**Routed metal, one colour a layer**

Two of the layers only.
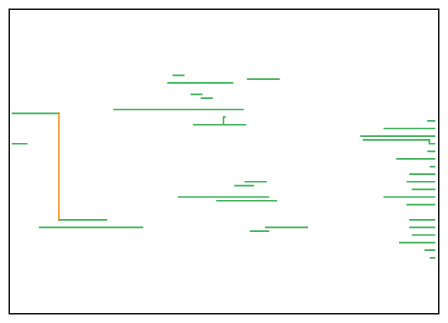
**Routed metal per tile**

The die is cut into 15 by 11 equal tiles; white is low, dark blue is high, scaled to the fullest tile. Values are wire area over tile area, all layers added.
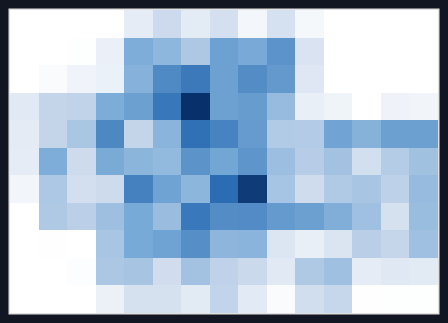
**Cell placement**

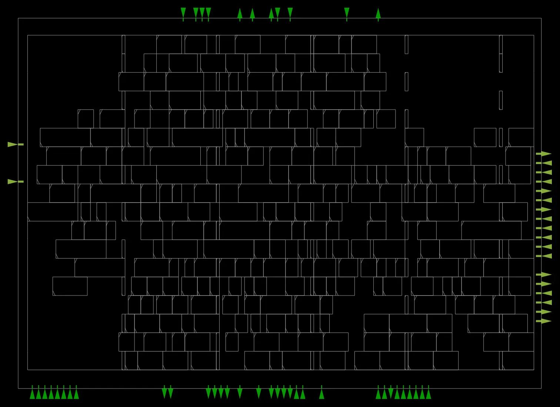
===== src/rtl/mc_controller_wait_pkg.sv =====
// Shared types and encodings for the multi-cycle ARM-subset controller.
// State enum, ALU opcodes, instruction field constants and mux select codes.
package mc_ctrl_pkg;

  typedef enum logic [3:0] {
    S_FETCH   = 4'd0,
    S_DECODE  = 4'd1,
    S_MEMADR  = 4'd2,
    S_MEMRD   = 4'd3,
    S_MEMWB   = 4'd4,
    S_MEMWR   = 4'd5,
    S_EXECR   = 4'd6,
    S_EXECI   = 4'd7,
    S_MULEX   = 4'd8,
    S_ALUWB   = 4'd9,
    S_BRANCH  = 4'd10,
    S_UNKNOWN = 4'd11
  } state_t;

  localparam logic [2:0] ALU_ADD = 3'b000;
  localparam logic [2:0] ALU_SUB = 3'b001;
  localparam logic [2:0] ALU_AND = 3'b010;
  localparam logic [2:0] ALU_ORR = 3'b011;
  localparam logic [2:0] ALU_EOR = 3'b100;
  localparam logic [2:0] ALU_MOV = 3'b101;
  localparam logic [2:0] ALU_MUL = 3'b110;

  localparam logic [1:0] OP_DP  = 2'b00;
  localparam logic [1:0] OP_MEM = 2'b01;
  localparam logic [1:0] OP_BR  = 2'b10;

  localparam logic [3:0] CMD_AND = 4'b0000;
  localparam logic [3:0] CMD_EOR = 4'b0001;
  localparam logic [3:0] CMD_SUB = 4'b0010;
  localparam logic [3:0] CMD_ADD = 4'b0100;
  localparam logic [3:0] CMD_CMP = 4'b1010;
  localparam logic [3:0] CMD_ORR = 4'b1100;
  localparam logic [3:0] CMD_MOV = 4'b1101;

  localparam logic [3:0] COND_EQ = 4'b0000;
  localparam logic [3:0] COND_NE = 4'b0001;
  localparam logic [3:0] COND_CS = 4'b0010;
  localparam logic [3:0] COND_CC = 4'b0011;
  localparam logic [3:0] COND_MI = 4'b0100;
  localparam logic [3:0] COND_PL = 4'b0101;
  localparam logic [3:0] COND_VS = 4'b0110;
  localparam logic [3:0] COND_VC = 4'b0111;
  localparam logic [3:0] COND_HI = 4'b1000;
  localparam logic [3:0] COND_LS = 4'b1001;
  localparam logic [3:0] COND_GE = 4'b1010;
  localparam logic [3:0] COND_LT = 4'b1011;
  localparam logic [3:0] COND_GT = 4'b1100;
  localparam logic [3:0] COND_LE = 4'b1101;
  localparam logic [3:0] COND_AL = 4'b1110;

  localparam logic [1:0] SRCA_RD1    = 2'b00;
  localparam logic [1:0] SRCA_PC     = 2'b01;
  localparam logic [1:0] SRCA_ALUOUT = 2'b10;
  localparam logic [1:0] SRCB_RD2    = 2'b00;
  localparam logic [1:0] SRCB_IMM    = 2'b01;
  localparam logic [1:0] SRCB_FOUR   = 2'b10;
  localparam logic [1:0] RES_ALUOUT  = 2'b00;
  localparam logic [1:0] RES_DATA    = 2'b01;
  localparam logic [1:0] RES_ALURES  = 2'b10;

  // Unrecognised data-processing commands fall back to ADD.
  function automatic logic [2:0] alu_decode(input logic [3:0] cmd);
    case (cmd)
      CMD_ADD: alu_decode = ALU_ADD;
      CMD_SUB: alu_decode = ALU_SUB;
      CMD_CMP: alu_decode = ALU_SUB;
      CMD_AND: alu_decode = ALU_AND;
      CMD_ORR: alu_decode = ALU_ORR;
      CMD_EOR: alu_decode = ALU_EOR;
      CMD_MOV: alu_decode = ALU_MOV;
      default: alu_decode = ALU_ADD;
    endcase
  endfunction

endpackage


===== src/rtl/mc_controller_wait_if.sv =====
// Controller <-> datapath/memory bundle; master is the controller side.
interface mc_controller_wait_if;
  logic [31:0] Instr;
  logic [3:0]  ALUFlags;
  logic        MemReady;
  logic        PCWrite;
  logic        MemWrite;
  logic        MemRead;
  logic        RegWrite;
  logic        IRWrite;
  logic        AdrSrc;
  logic [1:0]  RegSrc;
  logic        MulDst;
  logic [1:0]  ALUSrcA;
  logic [1:0]  ALUSrcB;
  logic [1:0]  ResultSrc;
  logic [1:0]  ImmSrc;
  logic [2:0]  ALUControl;
  logic [3:0]  Flags;

  modport master (
    input  Instr, ALUFlags, MemReady,
    output PCWrite, MemWrite, MemRead, RegWrite, IRWrite, AdrSrc, RegSrc,
           MulDst, ALUSrcA, ALUSrcB, ResultSrc, ImmSrc, ALUControl, Flags
  );

  modport slave (
    output Instr, ALUFlags, MemReady,
    input  PCWrite, MemWrite, MemRead, RegWrite, IRWrite, AdrSrc, RegSrc,
           MulDst, ALUSrcA, ALUSrcB, ResultSrc, ImmSrc, ALUControl, Flags
  );
endinterface


===== src/rtl/mc_condcheck.sv =====
// ARM condition-code evaluation against the registered NZCV flags.
module mc_condcheck
  import mc_ctrl_pkg::*;
(
  input  logic [3:0] i_cond,
  input  logic [3:0] i_flags,
  output logic       o_condex
);

  logic w_n, w_z, w_c, w_v;
  assign {w_n, w_z, w_c, w_v} = i_flags;

  always_comb begin
    o_condex = 1'b0;
    case (i_cond)
      COND_EQ: o_condex = w_z;
      COND_NE: o_condex = ~w_z;
      COND_CS: o_condex = w_c;
      COND_CC: o_condex = ~w_c;
      COND_MI: o_condex = w_n;
      COND_PL: o_condex = ~w_n;
      COND_VS: o_condex = w_v;
      COND_VC: o_condex = ~w_v;
      COND_HI: o_condex = w_c & ~w_z;
      COND_LS: o_condex = ~w_c | w_z;
      COND_GE: o_condex = ~(w_n ^ w_v);
      COND_LT: o_condex = w_n ^ w_v;
      COND_GT: o_condex = ~w_z & ~(w_n ^ w_v);
      COND_LE: o_condex = w_z | (w_n ^ w_v);
      COND_AL: o_condex = 1'b1;
      default: o_condex = 1'b0;
    endcase
  end

endmodule


===== src/rtl/mc_controller_wait.sv =====
// Multi-cycle ARM-subset controller: Moore main FSM, NZCV flag register,
// memory wait-state handshake and multi-cycle multiply sequencing.
module mc_controller_wait
  import mc_ctrl_pkg::*;
#(
  parameter bit          MEM_WAIT_EN = 1'b1,
  parameter bit          MUL_EN      = 1'b1,
  parameter int unsigned MUL_LAT     = 3
) (
  input  logic                 clk,
  input  logic                 reset,
  mc_controller_wait_if.master bus
);

  state_t     r_state, w_next;
  logic [3:0] r_flags;
  logic [3:0] r_mulcnt;

  logic [1:0] w_op;
  logic [3:0] w_cmd, w_cond, w_dst;
  logic       w_i, w_s, w_l;
  logic       w_ready, w_is_mul, w_is_cmp, w_condex, w_dst_pc;
  logic [2:0] w_dp_alu;
  logic [1:0] w_flagw;
  logic       w_unused;

  assign w_op     = bus.Instr[27:26];
  assign w_i      = bus.Instr[25];
  assign w_cmd    = bus.Instr[24:21];
  assign w_s      = bus.Instr[20];
  assign w_l      = bus.Instr[20];
  assign w_cond   = bus.Instr[31:28];
  assign w_unused = ^{bus.Instr[11:8], bus.Instr[3:0]};

  assign w_ready  = MEM_WAIT_EN ? bus.MemReady : 1'b1;
  assign w_is_mul = MUL_EN && (w_op == OP_DP) && !w_i && (w_cmd == CMD_AND)
                    && (bus.Instr[7:4] == 4'b1001);
  assign w_is_cmp = (w_cmd == CMD_CMP);
  assign w_dp_alu = alu_decode(w_cmd);
  // MUL writes Instr[19:16]; the PC-destination check follows the real destination.
  assign w_dst    = w_is_mul ? bus.Instr[19:16] : bus.Instr[15:12];
  assign w_dst_pc = (w_dst == 4'hF);

  mc_condcheck u_condcheck (
    .i_cond   (w_cond),
    .i_flags  (r_flags),
    .o_condex (w_condex)
  );

  always_comb begin
    w_next = r_state;
    case (r_state)
      S_FETCH:  if (w_ready) w_next = S_DECODE;
      S_DECODE: begin
        case (w_op)
          OP_DP:   w_next = w_is_mul ? S_MULEX : (w_i ? S_EXECI : S_EXECR);
          OP_MEM:  w_next = S_MEMADR;
          OP_BR:   w_next = S_BRANCH;
          default: w_next = S_UNKNOWN;
        endcase
      end
      S_MEMADR: w_next = w_l ? S_MEMRD : S_MEMWR;
      S_MEMRD:  if (w_ready) w_next = S_MEMWB;
      S_MEMWB:  w_next = S_FETCH;
      S_MEMWR:  if (w_ready) w_next = S_FETCH;
      S_EXECR,
      S_EXECI:  w_next = w_is_cmp ? S_FETCH : S_ALUWB;
      S_MULEX:  if (r_mulcnt == 4'd0) w_next = S_ALUWB;
      default:  w_next = S_FETCH;
    endcase
  end

  always_comb begin
    w_flagw = 2'b00;
    if (r_state == S_EXECR || r_state == S_EXECI) begin
      if (w_is_cmp)
        w_flagw = 2'b11;
      else if (w_s)
        w_flagw = (w_dp_alu == ALU_ADD || w_dp_alu == ALU_SUB) ? 2'b11 : 2'b10;
    end else if (r_state == S_MULEX && r_mulcnt == 4'd0 && w_s) begin
      w_flagw = 2'b10;
    end
  end

  always_ff @(posedge clk) begin
    if (reset) begin
      r_state  <= S_FETCH;
      r_flags  <= '0;
      r_mulcnt <= '0;
    end else begin
      r_state <= w_next;
      if (w_flagw[1] && w_condex) r_flags[3:2] <= bus.ALUFlags[3:2];
      if (w_flagw[0] && w_condex) r_flags[1:0] <= bus.ALUFlags[1:0];
      if (r_state == S_DECODE && w_next == S_MULEX)
        r_mulcnt <= 4'(MUL_LAT - 1);
      else if (r_state == S_MULEX && r_mulcnt != 4'd0)
        r_mulcnt <= r_mulcnt - 4'd1;
    end
  end

  logic       w_pcwrite, w_memwrite, w_regwrite, w_irwrite;
  logic       w_memread, w_adrsrc, w_muldst;
  logic [1:0] w_srca, w_srcb, w_ressrc;
  logic [2:0] w_aluctl;

  always_comb begin
    w_pcwrite  = 1'b0;
    w_memwrite = 1'b0;
    w_regwrite = 1'b0;
    w_irwrite  = 1'b0;
    w_memread  = 1'b0;
    w_adrsrc   = 1'b0;
    w_muldst   = 1'b0;
    w_srca     = SRCA_RD1;
    w_srcb     = SRCB_RD2;
    w_ressrc   = RES_ALUOUT;
    w_aluctl   = ALU_ADD;
    case (r_state)
      S_FETCH: begin
        w_memread = 1'b1;
        w_srca    = SRCA_PC;
        w_srcb    = SRCB_FOUR;
        w_ressrc  = RES_ALURES;
        w_irwrite = w_ready;
        w_pcwrite = w_ready;
      end
      S_DECODE: begin
        w_srca = SRCA_PC;
        w_srcb = SRCB_FOUR;
      end
      S_MEMADR: w_srcb = SRCB_IMM;
      S_MEMRD: begin
        w_memread = 1'b1;
        w_adrsrc  = 1'b1;
      end
      S_MEMWB: begin
        w_ressrc   = RES_DATA;
        w_regwrite = w_condex;
      end
      S_MEMWR: begin
        w_adrsrc   = 1'b1;
        w_memwrite = w_condex;
      end
      S_EXECR: w_aluctl = w_dp_alu;
      S_EXECI: begin
        w_srcb   = SRCB_IMM;
        w_aluctl = w_dp_alu;
      end
      S_MULEX: w_aluctl = ALU_MUL;
      S_ALUWB: begin
        w_muldst   = w_is_mul;
        w_pcwrite  = w_condex & w_dst_pc;
        w_regwrite = w_condex & ~w_dst_pc;
      end
      S_BRANCH: begin
        w_srca    = SRCA_ALUOUT;
        w_srcb    = SRCB_IMM;
        w_ressrc  = RES_ALURES;
        w_pcwrite = w_condex;
      end
      default: ;
    endcase
  end

  // Write enables are forced low combinationally while reset is held.
  assign bus.PCWrite    = w_pcwrite  & ~reset;
  assign bus.MemWrite   = w_memwrite & ~reset;
  assign bus.RegWrite   = w_regwrite & ~reset;
  assign bus.IRWrite    = w_irwrite  & ~reset;
  assign bus.MemRead    = w_memread;
  assign bus.AdrSrc     = w_adrsrc;
  assign bus.MulDst     = w_muldst;
  assign bus.RegSrc     = {w_op == OP_MEM, w_op == OP_BR};
  assign bus.ALUSrcA    = w_srca;
  assign bus.ALUSrcB    = w_srcb;
  assign bus.ResultSrc  = w_ressrc;
  assign bus.ImmSrc     = w_op;
  assign bus.ALUControl = w_aluctl;
  assign bus.Flags      = r_flags;

endmodule

===== src/flat_wrapper.sv =====
// flat-port wrapper written by rule: the top's interface ports become plain ports
module mc_controller_wait_flat import mc_ctrl_pkg::*;
#(
  parameter bit          MEM_WAIT_EN = 1'b1,
  parameter bit          MUL_EN      = 1'b1,
  parameter int unsigned MUL_LAT     = 3
)
  (clk, reset, bus_Instr, bus_ALUFlags, bus_MemReady, bus_PCWrite, bus_MemWrite, bus_MemRead, bus_RegWrite, bus_IRWrite, bus_AdrSrc, bus_RegSrc, bus_MulDst, bus_ALUSrcA, bus_ALUSrcB, bus_ResultSrc, bus_ImmSrc, bus_ALUControl, bus_Flags);
  mc_controller_wait_if bus_i ();
  input  logic clk;
  input  logic reset;
  input wire logic [$bits(bus_i.Instr)-1:0] bus_Instr;
  input wire logic [$bits(bus_i.ALUFlags)-1:0] bus_ALUFlags;
  input wire logic [$bits(bus_i.MemReady)-1:0] bus_MemReady;
  output wire logic [$bits(bus_i.PCWrite)-1:0] bus_PCWrite;
  output wire logic [$bits(bus_i.MemWrite)-1:0] bus_MemWrite;
  output wire logic [$bits(bus_i.MemRead)-1:0] bus_MemRead;
  output wire logic [$bits(bus_i.RegWrite)-1:0] bus_RegWrite;
  output wire logic [$bits(bus_i.IRWrite)-1:0] bus_IRWrite;
  output wire logic [$bits(bus_i.AdrSrc)-1:0] bus_AdrSrc;
  output wire logic [$bits(bus_i.RegSrc)-1:0] bus_RegSrc;
  output wire logic [$bits(bus_i.MulDst)-1:0] bus_MulDst;
  output wire logic [$bits(bus_i.ALUSrcA)-1:0] bus_ALUSrcA;
  output wire logic [$bits(bus_i.ALUSrcB)-1:0] bus_ALUSrcB;
  output wire logic [$bits(bus_i.ResultSrc)-1:0] bus_ResultSrc;
  output wire logic [$bits(bus_i.ImmSrc)-1:0] bus_ImmSrc;
  output wire logic [$bits(bus_i.ALUControl)-1:0] bus_ALUControl;
  output wire logic [$bits(bus_i.Flags)-1:0] bus_Flags;
  assign bus_i.Instr = bus_Instr;
  assign bus_i.ALUFlags = bus_ALUFlags;
  assign bus_i.MemReady = bus_MemReady;
  assign bus_PCWrite = bus_i.PCWrite;
  assign bus_MemWrite = bus_i.MemWrite;
  assign bus_MemRead = bus_i.MemRead;
  assign bus_RegWrite = bus_i.RegWrite;
  assign bus_IRWrite = bus_i.IRWrite;
  assign bus_AdrSrc = bus_i.AdrSrc;
  assign bus_RegSrc = bus_i.RegSrc;
  assign bus_MulDst = bus_i.MulDst;
  assign bus_ALUSrcA = bus_i.ALUSrcA;
  assign bus_ALUSrcB = bus_i.ALUSrcB;
  assign bus_ResultSrc = bus_i.ResultSrc;
  assign bus_ImmSrc = bus_i.ImmSrc;
  assign bus_ALUControl = bus_i.ALUControl;
  assign bus_Flags = bus_i.Flags;
  mc_controller_wait #(.MEM_WAIT_EN(MEM_WAIT_EN), .MUL_EN(MUL_EN), .MUL_LAT(MUL_LAT)) u_core (.clk(clk), .reset(reset), .bus(bus_i));
endmodule

===== config.mk =====
export PLATFORM = sky130hd
export DESIGN_NAME = mc_controller_wait_flat
export DESIGN_NICKNAME = d
export VERILOG_FILES = /design/src/rtl/mc_controller_wait_pkg.sv /design/src/rtl/mc_controller_wait_if.sv /design/src/rtl/mc_condcheck.sv /design/src/rtl/mc_controller_wait.sv /design/src/flat_wrapper.sv
export SDC_FILE = /design/constraint.sdc
export NUM_CORES = 1
export LEC_CHECK = 0
export CAP_MARGIN = 20
export CORE_ASPECT_RATIO = 0.7
export CORE_UTILIZATION = 37
export CTS_CLUSTER_DIAMETER = 200
export DETAILED_ROUTE_END_ITERATION = 7
export PLACE_DENSITY = 0.79
export SLEW_MARGIN = 30
export SYNTH_ARGS = -nofsm -noshare
export SYNTH_HDL_FRONTEND = slang
export SYNTH_SLANG_ARGS = --single-unit

===== constraint.sdc =====
create_clock -name clk -period 4.2 [get_ports clk]
set_input_delay 1.26 -clock clk [delete_from_list [all_inputs] [get_ports clk]]
set_output_delay 1.26 -clock clk [all_outputs]
set_load 0.01 [all_outputs]

==> impl_report.txt <==
IMPLEMENTATION SUMMARY REPORT
----------------------------------------------------
[Synthesis]
  Post-synth regs ........................ 12
  Ys async rst share ........................ 0%
  Ys Warns ........................ 0
  Sequential cell area fraction in the yosys report ........................ about 17%
  Syn Std Cell Area ........................ 0.00144 mm^2
  Most common flop cell mapped by yosys ........................ sky130_fd_sc_hd__dfxtp_1
  Ranking of synthesized cells by area ........................ sky130_fd_sc_hd__dfxtp_1 (17%), sky130_fd_sc_hd__nor3_1 (4.9%), sky130_fd_sc_hd__ha_1 (4.3%), sky130_fd_sc_hd__nand2b_1 (4.3%), sky130_fd_sc_hd__xor2_1 (4.3%)
  Dominant cell area share ........................ roughly 17%
  Top cell type by total area after synthesis ........................ sky130_fd_sc_hd__dfxtp_1
  Number of standard cells reported by yosys ........................ 189
  Post-synth area from yosys stat ........................ between 0.001 and 0.0015 mm^2
  Most repeated cell in the gate-level netlist after synthesis ........................ sky130_fd_sc_hd__nor2_1
  Count of library flops with an enable pin ........................ 0
  Post-synth cell types ........................ about 60
  Post-Synthesis Cells ........................ between 150 and 200
  Synth Area per Inst ........................ approximately 7.6 um^2

[Worst hold path]
  Path type of the worst min-delay path ........................ flip-flop to flip-flop

[Finish]
  Final nets ........................ 302
  Area of the multi-input gates ........................ 0.00111 mm^2
  Sequential standard cell area ........................ 240 um^2
  Finished Cell Area ........................ roughly 0.0022 mm^2
  Number of diodes added for antenna fixing ........................ 0
  Layout area overhead ........................ 55.3%
  Fraction of final layout cells sized beyond drive strength 1 ........................ 23.3%

[Detailed routing]
  Per-cell routed wire length ........................ around 13 um
  Total number of vias ........................ roughly 1600
  Number of DRC violations after detailed-routing iteration 0 ........................ about 80
  Post-detailed-route via-to-cell ratio ........................ 5.28
  Initial DRT Pass Iterations ........................ 4
  Residual DRC ........................ 0
  Total wire length ........................ just over 4000 um

[CTS]
  CTS tree ........................ yes
  Late-Pin Clk Latency ........................ roughly 0.24 ns
  CTS hold repair buffers ........................ 0
  Clock root buffer ........................ sky130_fd_sc_hd__clkbuf_8
  Maximum level of the CTS H-tree ........................ 1
  Number of buffers added by the clock tree synthesis step ........................ 3
  Clock input transition at the sequential cells of the worst setup and hold paths ........................ ~0.050 ns
  Number of buffers on the longest clock path ........................ 2

[Setup path]
  Critical setup path kind ........................ input pin to output pin
  Nature of the critical path endpoint ........................ output pin
  Crit path DRT ........................ between 2 and 3 ns
  Data arrival time of the critical path ........................ roughly 2.9 ns
  Worst-path fanout max ........................ 3

[Power]
  Leakage ........................ slightly above 0.9 nW
  Fraction of power consumed by combinational cells ........................ around 49%
  Flop+latch power ........................ between 0.15 and 0.2 mW
  Sw power ........................ roughly 0.19 mW
  Power share of the clock group ........................ a little under a quarter
  Group drawing the most power ........................ combinational logic
  VDD IR-drop max ........................ about 330 uV
  Clock group ........................ about 0.13 mW
  Combinational cell power ........................ ~0.27 mW
  Total power density per cell area ........................ roughly 240 mW/mm^2
  Reg power frac ........................ 28.0%
  Internal power contribution ........................ roughly 0.35 mW

[GRT]
  Wire length of the first global-routing pass ........................ approximately 6600 um
  Overall global routing resource usage ........................ 20.0%
  Via count of the first global-routing pass ........................ between 1000 and 1500
  Maximum number of pins on one net before global-route repair ........................ 22
  Number of antenna violations at the first check in global routing ........................ 0
  Global route total overflow ........................ 0

[Floorplanning]
  Die Wd ........................ ~77 um
  Initial core utilization ........................ approximately two fifths
  DIE AREA ........................ about 0.0041 mm^2
  I/O pin count ........................ approximately 63
  Die Span Y ........................ approximately 54 um

[Timing]
  Count of final hold-check violations ........................ 0
  Worst max-slew margin expressed relative to the limit ........................ 58.1%
  Clk_skew ........................ between 0.005 and 0.006 ns
  Final min period ........................ about 4.1 ns
  F_max ........................ between 0.2 and 0.25 GHz
  Final setup vio count ........................ 0
  Number of pins exceeding their max-slew limit in the final report ........................ 0
  Final critical-path share of the clock period ........................ 98.3%
  Setup repair after global routing missed its margin ........................ false

[Status]
  Status ........................ completed

[Place]
  Input/output buffers ........................ between 50 and 60
  Number of placed instances, taps included ........................ about 300
  RePlAce Congestion ........................ approximately 0.81
  Estimated wirelength of the detail-placed design ........................ approximately 3100 um
  Placed Area ........................ 0.00212 mm^2

[Flow run]
  Max-cap violations ........................ 0

----------------------------------------------------
Notes on 'routed metal, one colour a layer' above:
| layer | colour | wire length |
|---|---|---|
| M4 | orange | 19.0 um |
| M3 | green | 231 um |

Notes on 'routed metal per tile' above:
tiles over half the peak: 21%
densest ninth of the die: centre
mean over tiles: 0.16
nearly empty tiles: 21%
fullest tile: 0.55

Notes on 'cell placement' above:
core area: 0.00363 mm^2
number of standard-cell rows in the floorplan: 18
Core Util, Final: 61.6%
layout filler cell count: 312

metrics by stage:
step                setup slack, ns  hold slack [ns]  total power, mW  setup TNS [ns]
global route                0.00260            0.571            0.579               0
finish                       0.0718            0.538            0.544               0
global placement             -0.648            0.525            0.408           -1.88
floorplan                     0.271            0.514            0.301               0
CTS                         0.00551            0.542            0.544               0
detailed placement           -0.683            0.527            0.413           -1.92
final cells by class:
cell class / instances / share of cell area, %
clock buffer: 4 / 2.46
inverter: 12 / 2.02
multi-input combinational: 149 / 49.6
sequential: 12 / 10.8
tap: 50 / 2.80
timing repair buffer: 80 / 32.4
worst max-delay path, cell delays in order:
cell and delay, ns:
sky130_fd_sc_hd__clkdlybuf4s15_1 0.20, sky130_fd_sc_hd__buf_4 0.15, sky130_fd_sc_hd__a211oi_2 0.19, sky130_fd_sc_hd__a2bb2oi_2 0.10
sky130_fd_sc_hd__a311oi_2 0.35, sky130_fd_sc_hd__nor3_2 0.10, sky130_fd_sc_hd__buf_4 0.15, sky130_fd_sc_hd__a211oi_2 0.20
sky130_fd_sc_hd__buf_2 0.16
path summary, 6_finish.rpt:
kind / startpoint / end / slack (ns) / cells after the start
worst max register to register: u_core.bus.Flags[3]$_SDFFE_PP0P_ / u_core.bus.Flags[0]$_SDFFE_PP0P_ / 2.17 / 7
worst max-delay path: bus_Instr[30] / bus_PCWrite / 0.07 / 9
worst min-delay path: u_core.r_mulcnt[0]$_SDFFE_PP0P_ / u_core.r_mulcnt[0]$_SDFFE_PP0P_ / 0.54 / 2
worst min register to register: u_core.r_mulcnt[0]$_SDFFE_PP0P_ / u_core.r_mulcnt[0]$_SDFFE_PP0P_ / 0.54 / 2
timing repair:
item | 4_1_cts | 5_1_grt
pin swaps | 8 | 8
resized | 29 | 9
endpoints found under the setup margin | 5 | 4
buffers inserted | 2 | 1
endpoints found under the hold margin | 0 | 0
cells in the final DEF (no fill, tap or decap), types with 5 or more instances in the layout:
cell type and count:
sky130_fd_sc_hd__nor2b_1 9, sky130_fd_sc_hd__nand4_1 7, sky130_fd_sc_hd__a21oi_1 9, sky130_fd_sc_hd__nand2b_1 10, sky130_fd_sc_hd__buf_4 25, sky130_fd_sc_hd__nand2_1 7
sky130_fd_sc_hd__o21ai_0 5, sky130_fd_sc_hd__dfxtp_1 12, sky130_fd_sc_hd__xor2_1 7, sky130_fd_sc_hd__nor3_1 12, sky130_fd_sc_hd__inv_1 10, sky130_fd_sc_hd__dlygate4sd2_1 7
sky130_fd_sc_hd__ha_1 5, sky130_fd_sc_hd__nor2_1 15, sky130_fd_sc_hd__clkdlybuf4s50_1 39
flip-flops by register name, indices dropped and copies added (netlist names):
name              flops
u_core.r_mulcnt       4
u_core.bus.Flags      4
u_core.r_state        4
logic make-up after synthesis:
| group | synth area share (%) |
|---|---|
| and+or+nand+nor | 35.4 |
| AOI/OAI and AO/OA | 25.7 |
| buffers and inverters | 9.74 |
| muxes | 3.22 |
| adders and majority gates | 4.35 |
| DFF | 16.7 |
| xor gates and xnor gates | 4.87 |
per-layer routing:
metal,wire length (um),GRT usage (%),vias to the layer above
met5,0,0,-
met4,19,5.77,0
met3,231,4.07,2
met2,1840,33.2,52
met1,2030,26.7,736
li1,-,-,832
Power is estimated from default activity; no workload was simulated.
